**config.mk**
```make
export PLATFORM = sky130hd
export DESIGN_NAME = demorgan_pipe_flat
export DESIGN_NICKNAME = d
export VERILOG_FILES = /design/src/rtl/demorgan_pipe_if.sv /design/src/rtl/demorgan_pipe.sv /design/src/flat_wrapper.sv
export SDC_FILE = /design/constraint.sdc
export NUM_CORES = 1
export LEC_CHECK = 0
export CAP_MARGIN = 15
export CORE_ASPECT_RATIO = 1.2
export CORE_MARGIN = 4
export CORE_UTILIZATION = 55
export CTS_CLUSTER_DIAMETER = 80
export CTS_CLUSTER_SIZE = 14
export DETAILED_ROUTE_END_ITERATION = 12
export PLACE_DENSITY_LB_ADDON = 0.12
export RECOVER_POWER = 50
export SYNTH_ARGS = -nofsm -noshare
export SYNTH_HDL_FRONTEND = slang
export SYNTH_SLANG_ARGS = --single-unit
```
**constraint.sdc**
```tcl
create_clock -name clk -period 2.6 [get_ports clk]
set_input_delay 0.39 -clock clk [delete_from_list [all_inputs] [get_ports clk]]
set_output_delay 0.39 -clock clk [all_outputs]
set_load 0.01 [all_outputs]
```
**src/rtl/demorgan_pipe_if.sv**
```systemverilog
// Operand/result handshake bundle for demorgan_pipe.
// master = operand source / result sink side, slave = the pipeline itself.
interface demorgan_pipe_if #(
    parameter int WIDTH = 8,
    parameter int CNT_W = 8
);
    logic             in_valid;
    logic             in_ready;
    logic [WIDTH-1:0] a;
    logic [WIDTH-1:0] b;
    logic [2:0]       op;
    logic             inject_fault;
    logic             out_valid;
    logic             out_ready;
    logic [WIDTH-1:0] result;
    logic             check_ok;
    logic [CNT_W-1:0] err_count;

    modport master (
        output in_valid, a, b, op, inject_fault, out_ready,
        input  in_ready, out_valid, result, check_ok, err_count
    );

    modport slave (
        input  in_valid, a, b, op, inject_fault, out_ready,
        output in_ready, out_valid, result, check_ok, err_count
    );
endinterface

```
**src/rtl/demorgan_pipe.sv**
```systemverilog
// Two-stage bitwise logic pipeline. Each word is evaluated in direct gate
// form and in its DeMorgan dual; the two are compared to give a per-word
// self-check flag and a saturating mismatch counter.
module demorgan_pipe #(
    parameter int WIDTH = 8,
    parameter int CNT_W = 8
) (
    input  logic            clk,
    input  logic            reset,
    demorgan_pipe_if.slave  bus
);
    // stage 1: captured operands
    logic             r_s1_vld;
    logic [WIDTH-1:0] r_s1_a;
    logic [WIDTH-1:0] r_s1_b;
    logic [2:0]       r_s1_op;
    logic             r_s1_inj;

    // stage 2: evaluated result
    logic             r_s2_vld;
    logic [WIDTH-1:0] r_result;
    logic             r_ok;
    logic [CNT_W-1:0] r_err;

    logic             w_s2_load;
    logic             w_in_ready;
    logic             w_in_hs;
    logic             w_out_hs;
    logic [WIDTH-1:0] w_direct;
    logic [WIDTH-1:0] w_dual;
    logic [WIDTH-1:0] w_dual_f;

    // S2 takes S1's word whenever it is empty or draining this cycle;
    // in_ready depends only on state and out_ready, never on in_valid.
    assign w_s2_load  = r_s1_vld & (~r_s2_vld | bus.out_ready);
    assign w_in_ready = reset | ~r_s1_vld | w_s2_load;
    assign w_in_hs    = bus.in_valid & w_in_ready;
    assign w_out_hs   = r_s2_vld & bus.out_ready;

    // Both evaluation paths; the dual path is written in DeMorgan form on purpose.
    always_comb begin
        w_direct = '0;
        w_dual   = '0;
        case (r_s1_op)
            3'd0: begin w_direct = r_s1_a & r_s1_b;       w_dual = ~(~r_s1_a | ~r_s1_b); end
            3'd1: begin w_direct = r_s1_a | r_s1_b;       w_dual = ~(~r_s1_a & ~r_s1_b); end
            3'd2: begin w_direct = ~(r_s1_a & r_s1_b);    w_dual = ~r_s1_a | ~r_s1_b;    end
            3'd3: begin w_direct = ~(r_s1_a | r_s1_b);    w_dual = ~r_s1_a & ~r_s1_b;    end
            3'd4: begin w_direct = ~r_s1_a & ~r_s1_b;     w_dual = ~(r_s1_a | r_s1_b);   end
            3'd5: begin w_direct = ~r_s1_a | ~r_s1_b;     w_dual = ~(r_s1_a & r_s1_b);   end
            3'd6: begin w_direct = r_s1_a ^ r_s1_b;       w_dual = (r_s1_a | r_s1_b) & ~(r_s1_a & r_s1_b); end
            default: begin w_direct = ~(r_s1_a ^ r_s1_b); w_dual = (r_s1_a & r_s1_b) | (~r_s1_a & ~r_s1_b); end
        endcase
    end

    // Fault hook flips bit 0 of the dual path only, so check_ok must drop.
    assign w_dual_f = w_dual ^ WIDTH'(r_s1_inj);

    // Stage 1: load on input handshake, empty when it advances with nothing behind it.
    always_ff @(posedge clk) begin
        if (reset) begin
            r_s1_vld <= 1'b0;
            r_s1_a   <= '0;
            r_s1_b   <= '0;
            r_s1_op  <= '0;
            r_s1_inj <= 1'b0;
        end else if (w_in_hs) begin
            r_s1_vld <= 1'b1;
            r_s1_a   <= bus.a;
            r_s1_b   <= bus.b;
            r_s1_op  <= bus.op;
            r_s1_inj <= bus.inject_fault;
        end else if (w_s2_load) begin
            r_s1_vld <= 1'b0;
        end
    end

    // Stage 2: reload from S1 or drain on output handshake; holds while stalled.
    always_ff @(posedge clk) begin
        if (reset) begin
            r_s2_vld <= 1'b0;
            r_result <= '0;
            r_ok     <= 1'b1;
        end else if (w_s2_load) begin
            r_s2_vld <= 1'b1;
            r_result <= w_direct;
            r_ok     <= (w_direct == w_dual_f);
        end else if (w_out_hs) begin
            r_s2_vld <= 1'b0;
        end
    end

    // Mismatch counter: counts delivered bad words, sticks at all-ones.
    always_ff @(posedge clk) begin
        if (reset) begin
            r_err <= '0;
        end else if (w_out_hs && !r_ok && (r_err != {CNT_W{1'b1}})) begin
            r_err <= r_err + CNT_W'(1);
        end
    end

    assign bus.in_ready  = w_in_ready;
    assign bus.out_valid = r_s2_vld;
    assign bus.result    = r_result;
    assign bus.check_ok  = r_ok;
    assign bus.err_count = r_err;
endmodule
```
**src/flat_wrapper.sv**
```systemverilog
// flat-port wrapper written by rule: the top's interface ports become plain ports
module demorgan_pipe_flat 
#(
    parameter int WIDTH = 8,
    parameter int CNT_W = 8
)
  (clk, reset, bus_in_valid, bus_a, bus_b, bus_op, bus_inject_fault, bus_out_ready, bus_in_ready, bus_out_valid, bus_result, bus_check_ok, bus_err_count);
  demorgan_pipe_if #(.WIDTH(WIDTH), .CNT_W(CNT_W)) bus_i ();
  input  logic clk;
  input  logic reset;
  input wire logic [$bits(bus_i.in_valid)-1:0] bus_in_valid;
  input wire logic [$bits(bus_i.a)-1:0] bus_a;
  input wire logic [$bits(bus_i.b)-1:0] bus_b;
  input wire logic [$bits(bus_i.op)-1:0] bus_op;
  input wire logic [$bits(bus_i.inject_fault)-1:0] bus_inject_fault;
  input wire logic [$bits(bus_i.out_ready)-1:0] bus_out_ready;
  output wire logic [$bits(bus_i.in_ready)-1:0] bus_in_ready;
  output wire logic [$bits(bus_i.out_valid)-1:0] bus_out_valid;
  output wire logic [$bits(bus_i.result)-1:0] bus_result;
  output wire logic [$bits(bus_i.check_ok)-1:0] bus_check_ok;
  output wire logic [$bits(bus_i.err_count)-1:0] bus_err_count;
  assign bus_i.in_valid = bus_in_valid;
  assign bus_i.a = bus_a;
  assign bus_i.b = bus_b;
  assign bus_i.op = bus_op;
  assign bus_i.inject_fault = bus_inject_fault;
  assign bus_i.out_ready = bus_out_ready;
  assign bus_in_ready = bus_i.in_ready;
  assign bus_out_valid = bus_i.out_valid;
  assign bus_result = bus_i.result;
  assign bus_check_ok = bus_i.check_ok;
  assign bus_err_count = bus_i.err_count;
  demorgan_pipe #(.WIDTH(WIDTH), .CNT_W(CNT_W)) u_core (.clk(clk), .reset(reset), .bus(bus_i));
endmodule
```
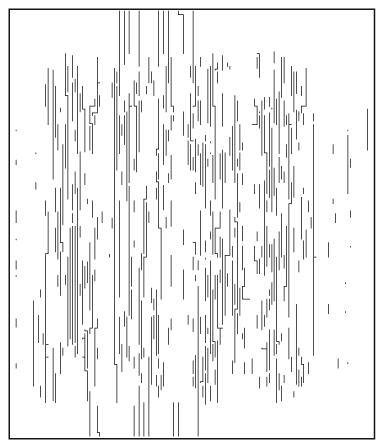
layer_met2.png
wire length on this layer = 2350 µm
longest straight run = 55.4 µm
nets with wire on the layer = 263
main direction = vertical

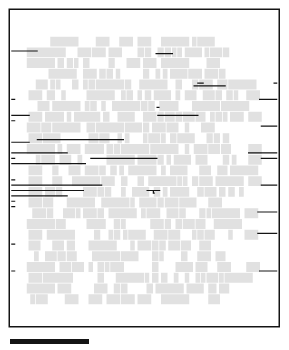
layer_met3.png
Bar = 20 µm.
nets with wire on the layer = 31
longest straight run = 22.8 µm
main direction = horizontal
wire length on this layer = 213 µm
share of all routed wire = 4.6%

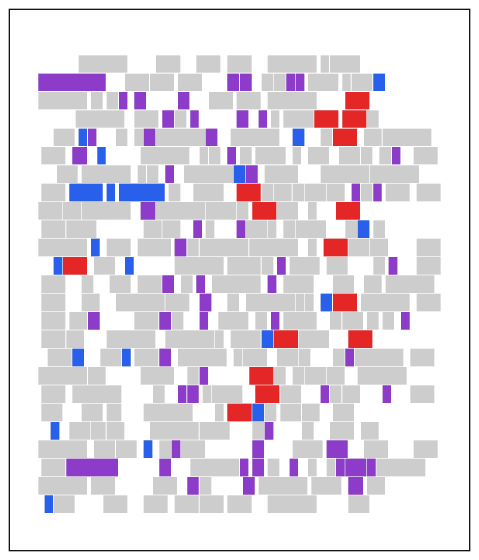
logic_types.png
NOR gates -> blue  # cells 20
NAND gates -> purple  # cells 59
multiplexers -> red  # cells 15

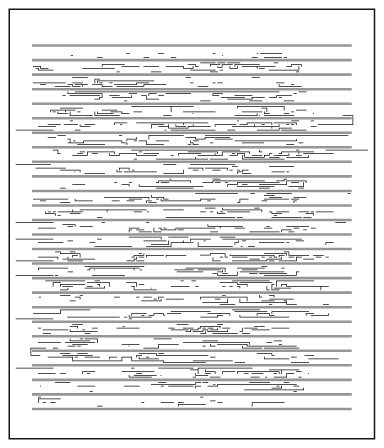
layer_met1.png
Supply wires on this layer in grey.
wire length on this layer = 2030 µm
main direction = horizontal

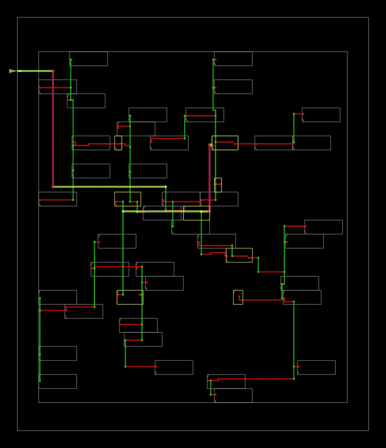
clocks.png
skew final: 4.29 ps
clock sink count: 39

[logic make-up after synthesis]
kind of cell / synth area share [%]
adder cells (fa/ha/maj): 8.93
buffers and inverters: 8.51
multiplexers: 6.30
AND-OR/OR-AND: 18.7
AND/OR/NAND/NOR: 19.3
flip-flops: 32.8
XOR/XNOR: 5.51
[metal layers]
layer | routed length [µm] | part of all wire (%)
met5 | 0 | 0
met2 | 2350 | 51
met4 | 35 | 0.76
met3 | 212 | 4.6
met1 | 2030 | 44
[registers in the layout, indices dropped and copies added (netlist names)]
signal,cells
u_core.r_s1_op,3
u_core.bus.out_valid,1
u_core.r_s1_vld,1
u_core.r_s1_b,8
u_core.r_s1_inj,1
u_core.r_s1_a,8
u_core.bus.check_ok,1
u_core.bus.err_count,8
u_core.bus.result,8
[layout make-up]
type / instances / share of cell area, %
Sequential cell: 39 / 27.6
Clock inverter: 1 / 0.177
Clock buffer: 7 / 2.70
Timing Repair Buffer: 47 / 16.2
Multi-Input combinational cell: 200 / 48.7
Inverter: 17 / 2.26
Tap cell: 54 / 2.39
[worst reg2reg max path, cell delays in order (launching register included)]
cell	delay, ps
dfxtp_1	900
nand2_1	400
o221ai_1	280
o21ai_1	80
[how the worst max path moves through the flow]
| stage | startpoint | endpoint | slack, ps |
|---|---|---|---|
| 2_1_floorplan | u_core.bus.err_count[0] | u_core.bus.err_count[5] | 1270 |
| 3_5_place_dp | bus_out_ready | bus_in_ready | 510 |
| 4_1_cts | bus_out_ready | bus_in_ready | 510 |
| 6_report | bus_out_ready | bus_in_ready | 460 |
| 3_3_place_gp | bus_out_ready | bus_in_ready | 550 |
| 5_1_grt | bus_out_ready | bus_in_ready | 400 |
[per-stage QoR]
stage | total power [mW] | worst slack [ps] | instances | hold slack [ps] | util (%)
4_1_cts | 1.28 | 510 | 365 | 449 | 70.1
3_5_place_dp | 0.894 | 510 | 357 | 439 | 68.1
3_3_place_gp | 0.885 | 549 | 357 | 434 | 68.1
2_1_floorplan | 0.820 | 1270 | 278 | 437 | -
5_1_grt | 1.34 | 402 | 365 | 460 | 69.5
6_report | 1.26 | 458 | 365 | 442 | 69.5
[cell usage in the layout, fill, tap and decap left out, types with 4 or more instances in the layout]
cell type / n
buf_4: 5
ha_1: 17
inv_1: 17
xor2_1: 8
xnor2_1: 7
dfxtp_1: 39
nand3_1: 21
clkbuf_8: 5
a211oi_1: 7
nand2_1: 31
nor2_1: 10
nor3_1: 8
clkdlybuf4s50_1: 23
o211ai_1: 4
o221ai_1: 7
o21ai_1: 7
a21oi_1: 35
dlygate4sd3_1: 19
mux2i_1: 15
[power groups by stage]
stage | sequential (mW) | clock, mW | combinational (mW)
final | 0.652 | 0.385 | 0.224
after global routing | 0.657 | 0.426 | 0.253
after CTS | 0.652 | 0.399 | 0.230
after detailed placement | 0.666 | 0 | 0.228
after global placement | 0.665 | 0 | 0.221
after floorplan | 0.658 | 0 | 0.162
==> reports/qor.txt <==
first-pass GRT wire length -> 8.18 mm
Yosys top cell by area -> dfxtp_1
DR iter-0 viols -> 153
largest net degree at the start of global routing -> 37
Ports -> 43
WL final -> 4.63 mm
run status -> finished clean
sequential share of power -> 51.7%
total congestion overflow -> 0
VDD IR max -> 0.000336 V
final instance area -> 2830 µm²
Core ar. -> 4070 µm²
Yosys warning total -> 0
met2 Resource Use GR -> 33.5%
Gate Area -> 1380 µm²
first-pass detailed-route iteration total -> 4
Post-synth ARST share -> 0%
HPWL Detailed -> 3.41 mm
CTS clk-pin slew, worst paths -> 70 ps
Tcrit/Tclk final -> 82.4%
Combinational Power Share -> 17.8%
Mapped Nets -> 319
die width -> 68.1 µm
MaxCap Viol Count -> 0
Hold Path Depth -> 2
Layout area overhead -> 18.7%
Hold Startpoint -> u_core.bus.result[0]
Int Pwr -> 0.930 mW
vias per cell -> 5.43
tool warnings -> 34
post-cts resize count -> 0
power per standard cell area -> 446 nW/µm²
Critical Path End Type -> primary output
worst reg2reg path depth -> 3
Hold Vio Cnt, Final -> 0
clk buf depth -> 2
Final Net Count -> 351
Clk pwr share -> 30.5%
Fillers -> 368
Clk Tree Root Cell -> clkbuf_8
WHS Endpoint -> u_core.bus.result[0]
distinct lib cells -> 42
antenna violations before repair -> 0
routed via count -> 1982
post-CTS setup buffers -> 0
Top cells by area -> dfxtp_1 (33%), ha_1 (8.9%), a21oi_1 (7.4%)
vias in the first global route -> 1858
Num CTS Buffers -> 5
GRT busiest layer -> met2
min Tclk post-route -> 2140 ps
Global Route Usage Sum -> 19.4%
Slew HR -> 41.1%
Post-synth EDFFs -> 0
flop2flop setup slack -> 840 ps
met1 Track Usage GR -> 22.8%
top cells by count -> dfxtp_1 (39), a21oi_1 (35), nand2_1 (31)
setup violators final -> 0
max incr delay on CP -> 630 ps
die y size -> 80.1 µm
post-synthesis cell count -> 278
Pins Over Slew Limit -> 0
CP Data Required Time -> 2210 ps
crit start category -> input port
placed inst area -> 2770 µm²
Power and IR drop assume default switching activity.
